**config.mk**
```make
export PLATFORM = sky130hd
export DESIGN_NAME = irq_scheduler
export DESIGN_NICKNAME = d
export VERILOG_FILES = /design/src/rtl/cpu_pkg.sv /design/src/rtl/irq_prio_enc.sv /design/src/rtl/irq_scheduler.sv
export SDC_FILE = /design/constraint.sdc
export NUM_CORES = 1
export LEC_CHECK = 0
export CORE_UTILIZATION = 25
export CTS_BUF_LIST = sky130_fd_sc_hd__clkbuf_16
export CTS_CLUSTER_DIAMETER = 120
export CTS_CLUSTER_SIZE = 20
export DETAILED_ROUTE_END_ITERATION = 10
export GPL_TIMING_DRIVEN = 0
export HOLD_SLACK_MARGIN = 0.08
export SYNTH_ARGS = -nofsm -noshare
export SYNTH_HDL_FRONTEND = slang
export SYNTH_SLANG_ARGS = --single-unit
```
**constraint.sdc**
```tcl
create_clock -name clk -period 1.68 [get_ports clk]
set_input_delay 0.42 -clock clk [delete_from_list [all_inputs] [get_ports clk]]
set_output_delay 0.42 -clock clk [all_outputs]
set_load 0.01 [all_outputs]
```
**src/rtl/cpu_pkg.sv**
```systemverilog
// Shared definitions for the core's interrupt/exception scheduling logic.
// Holds the scheduler state encoding, register addresses, exception bit positions and cause layout.
package cpu_pkg;

    typedef enum logic [1:0] {
        ST_IDLE    = 2'd0,
        ST_ENTER   = 2'd1,
        ST_WAIT_IN = 2'd2,
        ST_SERVE   = 2'd3
    } irq_state_t;

    localparam logic [1:0] REG_MASK  = 2'd0;
    localparam logic [1:0] REG_GIE   = 2'd1;
    localparam logic [1:0] REG_CAUSE = 2'd2;
    localparam logic [1:0] REG_PEND  = 2'd3;

    localparam int NUM_EXC     = 3;
    localparam int EXC_ALU_OVF = 0;
    localparam int EXC_PC_OVF  = 1;
    localparam int EXC_HAZARD  = 2;

    localparam logic [31:0] DEF_VEC_IRQ = 32'h8000_0004;
    localparam logic [31:0] DEF_VEC_EXC = 32'h8000_0008;

    typedef struct packed {
        logic       is_exc;
        logic       rsvd;
        logic [1:0] idx;
    } cause_t;

    function automatic logic [3:0] make_cause(input logic is_exc, input logic [1:0] idx);
        cause_t c;
        c.is_exc = is_exc;
        c.rsvd   = 1'b0;
        c.idx    = idx;
        return c;
    endfunction

endpackage

```
**src/rtl/irq_prio_enc.sv**
```systemverilog
// Fixed-priority pick of one event: exceptions first (bit2 highest), then lowest-index interrupt.
// Latency: combinational, zero cycles.
// Backpressure: none; the caller decides when the result is consumed.
module irq_prio_enc
    import cpu_pkg::*;
#(
    parameter int NUM_IRQ = 2
) (
    input  logic [NUM_EXC-1:0] exc_pend,
    input  logic [NUM_IRQ-1:0] irq_act,
    output logic               valid,
    output logic               is_exc,
    output logic [1:0]         idx
);

    always_comb begin
        valid  = 1'b0;
        is_exc = 1'b0;
        idx    = 2'd0;
        for (int i = NUM_IRQ - 1; i >= 0; i--) begin
            if (irq_act[i]) begin
                valid = 1'b1;
                idx   = 2'(i);
            end
        end
        // Exceptions scanned last so they override any interrupt pick.
        for (int i = 0; i < NUM_EXC; i++) begin
            if (exc_pend[i]) begin
                valid  = 1'b1;
                is_exc = 1'b1;
                idx    = 2'(i);
            end
        end
    end

endmodule

```
**src/rtl/irq_scheduler.sv**
```systemverilog
// Serves one interrupt/exception at a time: prioritise, redirect the PC, track kernel entry/exit.
// Latency: 2 cycles from an exception pulse to take (latch edge, decide edge); 1 from a level interrupt.
// Backpressure: take/vector/cause hold while stall is high; new events stay pending until IDLE.
module irq_scheduler
    import cpu_pkg::*;
#(
    parameter int          NUM_IRQ       = 2,
    parameter logic [31:0] VEC_IRQ       = DEF_VEC_IRQ,
    parameter logic [31:0] VEC_EXC       = DEF_VEC_EXC,
    parameter int          ENTRY_TIMEOUT = 8
) (
    input  logic               clk,
    input  logic               reset,
    input  logic [NUM_IRQ-1:0] irq_src,
    input  logic [NUM_EXC-1:0] exc_src,
    input  logic               kernel_mode,
    input  logic               stall,
    input  logic               reg_wr,
    input  logic [1:0]         reg_addr,
    input  logic [31:0]        reg_wdata,
    output logic [31:0]        reg_rdata,
    output logic               take,
    output logic [31:0]        take_vector,
    output logic [3:0]         cause,
    output logic               timeout_err
);

    localparam int CNT_W = $clog2(ENTRY_TIMEOUT + 1);

    irq_state_t         state;
    logic [CNT_W-1:0]   cnt;
    logic [NUM_IRQ-1:0] mask;
    logic               gie;
    logic [NUM_EXC-1:0] exc_pend;
    logic [NUM_IRQ-1:0] irq_act;
    logic [NUM_EXC-1:0] w1c;
    logic [NUM_EXC-1:0] svc_clr;
    logic               pe_valid;
    logic               pe_is_exc;
    logic [1:0]         pe_idx;
    logic               go;
    logic               unused_wdata;

    assign irq_act      = irq_src & mask;
    assign unused_wdata = ^reg_wdata;

    irq_prio_enc #(.NUM_IRQ(NUM_IRQ)) u_prio (
        .exc_pend (exc_pend),
        .irq_act  (irq_act & {NUM_IRQ{gie}}),
        .valid    (pe_valid),
        .is_exc   (pe_is_exc),
        .idx      (pe_idx)
    );

    assign go      = (state == ST_IDLE) && !kernel_mode && pe_valid;
    assign w1c     = (reg_wr && reg_addr == REG_PEND) ? reg_wdata[NUM_IRQ +: NUM_EXC] : '0;
    assign svc_clr = (go && pe_is_exc) ? (NUM_EXC'(1) << pe_idx) : '0;

    always_ff @(posedge clk) begin
        if (!reset) begin
            state       <= ST_IDLE;
            take        <= 1'b0;
            take_vector <= VEC_IRQ;
            cause       <= 4'd0;
            timeout_err <= 1'b0;
            exc_pend    <= '0;
            mask        <= '1;
            gie         <= 1'b1;
            cnt         <= '0;
        end else begin
            // A fresh pulse outranks any clear of the same bit on this edge.
            exc_pend <= (exc_pend & ~w1c & ~svc_clr) | exc_src;
            if (reg_wr && reg_addr == REG_MASK) mask <= reg_wdata[NUM_IRQ-1:0];
            if (reg_wr && reg_addr == REG_GIE) gie <= reg_wdata[0];
            if (reg_wr && reg_addr == REG_CAUSE && reg_wdata[31]) timeout_err <= 1'b0;

            case (state)
                ST_IDLE: begin
                    if (go) begin
                        state       <= ST_ENTER;
                        take        <= 1'b1;
                        take_vector <= pe_is_exc ? VEC_EXC : VEC_IRQ;
                        cause       <= make_cause(pe_is_exc, pe_idx);
                    end
                end
                ST_ENTER: begin
                    if (!stall) begin
                        state <= ST_WAIT_IN;
                        take  <= 1'b0;
                        cnt   <= '0;
                    end
                end
                ST_WAIT_IN: begin
                    if (kernel_mode) begin
                        state <= ST_SERVE;
                    end else begin
                        cnt <= cnt + 1'b1;
                        if (cnt == CNT_W'(ENTRY_TIMEOUT - 1)) begin
                            timeout_err <= 1'b1;
                            state       <= ST_IDLE;
                        end
                    end
                end
                ST_SERVE: begin
                    if (!kernel_mode) state <= ST_IDLE;
                end
                default: state <= ST_IDLE;
            endcase
        end
    end

    always_comb begin
        reg_rdata = '0;
        case (reg_addr)
            REG_MASK:  reg_rdata[NUM_IRQ-1:0] = mask;
            REG_GIE:   reg_rdata[0] = gie;
            REG_CAUSE: begin
                reg_rdata[31]  = timeout_err;
                reg_rdata[3:0] = cause;
            end
            REG_PEND:  reg_rdata[NUM_IRQ+NUM_EXC-1:0] = {exc_pend, irq_act};
            default:   reg_rdata = '0;
        endcase
    end

endmodule

```
Figure 1. Logic cells by family.
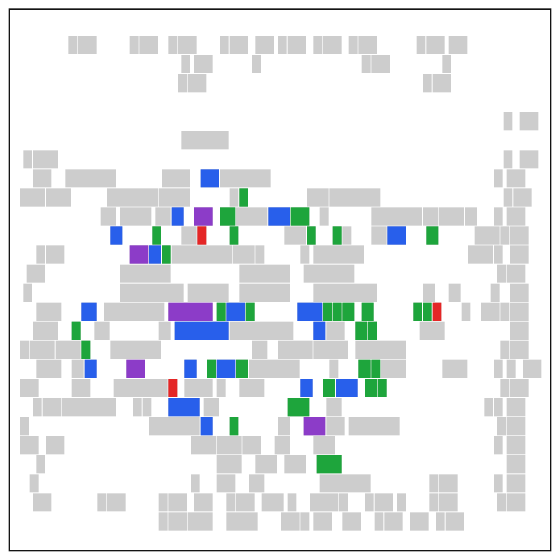
Key: red = inverters [cells 3, most used inv_1]; blue = inverting AOI/OAI gates [cells 18, most used a21oi_1]; green = NAND gates [cells 31, most used nand2_1]; purple = AND-OR and OR-AND gates [cells 5, most used a21o_1]

Figure 2. Where the registers sit.
Bar = 20 µm.
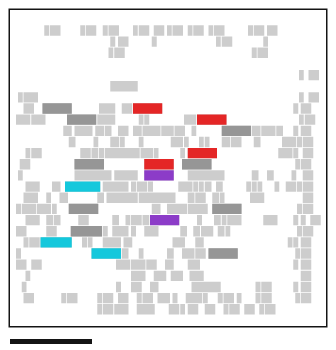
Key: cyan = `exc_pend` [sequential cells 3]; red = `cnt` [sequential cells 4, where centre]; purple = `cause` [sequential cells 2]

==> run notes <==
The run has ended; figures from its reports follow.

Setup repair after global routing could not meet its margin everywhere. Across the routed clock network, the largest skew measured is 1.56 ps. The end point of the critical path is reg_rdata[0]. For the worst flop-to-flop path, the logic depth is 4. Per the CTS log, the root buffer master is clkbuf_16. The number of antenna diodes in the final layout is 0. The internal reg-to-reg setup slack came out at 260 ps.

The flow ran to the end, and the final reports show no timing, DRC or antenna violations. The total area inside the core boundary comes to 0.00527 mm². Of the cells placed in the final design, the portion with a size suffix greater than 1 is 0.336. The post-route antenna net violation count came out at 0. Per the OpenROAD floorplan log, the area of the die is 0.00594 mm².

The number of port buffers is 29. In the detailed route, the total length drawn on met2 is 1310 µm. The chip area line in the Yosys stat output reads 0.00141 mm². The worst setup path is of the input port to output port kind. The synthesis report lists the Yosys warning total as 0. Per the placement report, the placed cell count is 327.

In this run the maximum-capacitance check reported violations numbering 0. The startpoint identified for the worst register-to-register timing path is exc_pend[2]$_SDFF_PN0_. Looking at the VDD voltage map, the peak drop is 567 µV. The clock sink count is 18.

The mean cell area of the mapped netlist is 8.14 µm². The data arrival time reported for the critical path is 1250 ps. OpenROAD emitted warnings numbering 54. The post-synthesis cell count came out at 173.

The number of standard cells reported by yosys is 173. The peak clock frequency supported by timing came out at 0.598 GHz. The cell area after layout is 0.00212 mm². The count of final hold-check violations came out at 0. The minimum clock period is 1670 ps.

In this run the horizontal extent of the chip is 77.1 µm. After routing, the total negative slack on setup checks comes to 0 ps. According to the timing report, the data required time at the worst endpoint equals 1260 ps.

TritonCTS created 3 clock buffers.
Figure 3. Routing congestion map.
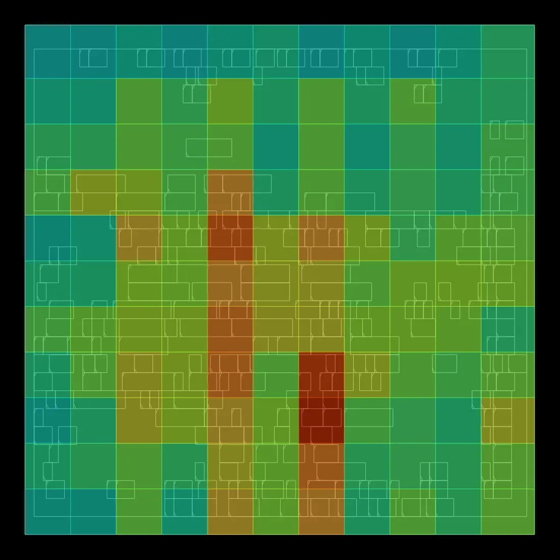
met1 capacity usage during global routing: 0.127
global routing usage on met3: 0.0369
all-layer global routing usage: 0.0997
final core utilization: 0.403
gr busiest metal: met2

Figure 4. Routed metal, one colour a layer.
Only two layers are drawn.
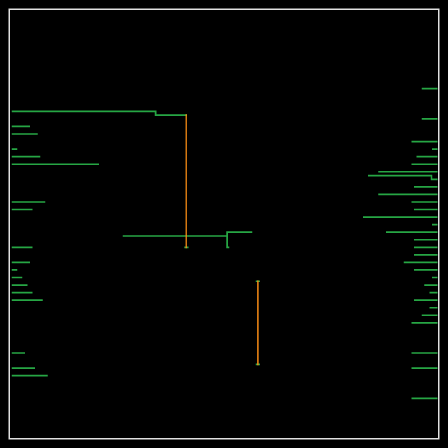
Key: orange = met4 [wire length 38.8 µm]; green = met3 [wire length 265 µm]

-- registers in the layout (all words and copies together), names as in the netlist --
name,flops
cause,2
mask,2
gie,1
take,1
timeout_err,1
exc_pend,3
take_vector,2
state,2
cnt,4
-- synthesized netlist by cell type (2+ instances only) --
master     n  area share
buf_4     58        0.31
nand2_1   19       0.051
dfxtp_1   18        0.26
nand3_1    9       0.032
nor2_1     9       0.024
nor2b_1    7       0.031
a21oi_1    5       0.018
and3_1     3       0.013
o21ai_0    3       0.011
a21o_1     2       0.011
clkbuf_1   2      0.0053
conb_1     2      0.0053
inv_1      2      0.0053
nor3b_2    2       0.018
xor2_1     2       0.012
-- cell families after synthesis --
logic type	count (synthesis)	synth area share
flip-flops	18	0.256
adder cells (fa/ha/maj)	1	0.00888
buffers and inverters	64	0.330
other	2	0.00533
multiplexers	1	0.00711
AND-OR/OR-AND	23	0.130
AND/OR/NAND/NOR	61	0.244
XOR/XNOR	3	0.0187
-- critical path: cells and delay by family --
| family | cells | cell delay (ps) |
|---|---|---|
| compound gates | 2 | 420 |
| simple gates | 1 | 70 |
| buf+inv | 3 | 340 |
-- layout make-up --
type / count / area [µm²]
Buffer: 61 / 472
Multi-Input combinational cell: 146 / 826
Timing Repair Buffer: 31 / 287
Fill cell: 545 / 3150
Inverter: 3 / 11.3
Tap cell: 70 / 87.6
Clock buffer: 3 / 75.1
Sequential cell: 18 / 367
-- where the power goes --
group	total (mW)	internal [mW]	switching (mW)
clock network	0.461	0.313	0.148
logic	0.469	0.256	0.212
registers	0.502	0.462	0.0397
-- repair_timing --
action | CTS | global route
pin swaps | 1 | 2
gates resized | 32 | 17
endpoints found under the setup margin | 7 | 7
hold buffers | 0 | 0
setup buffers | 1 | 2
Power is estimated from default activity; no workload was simulated.
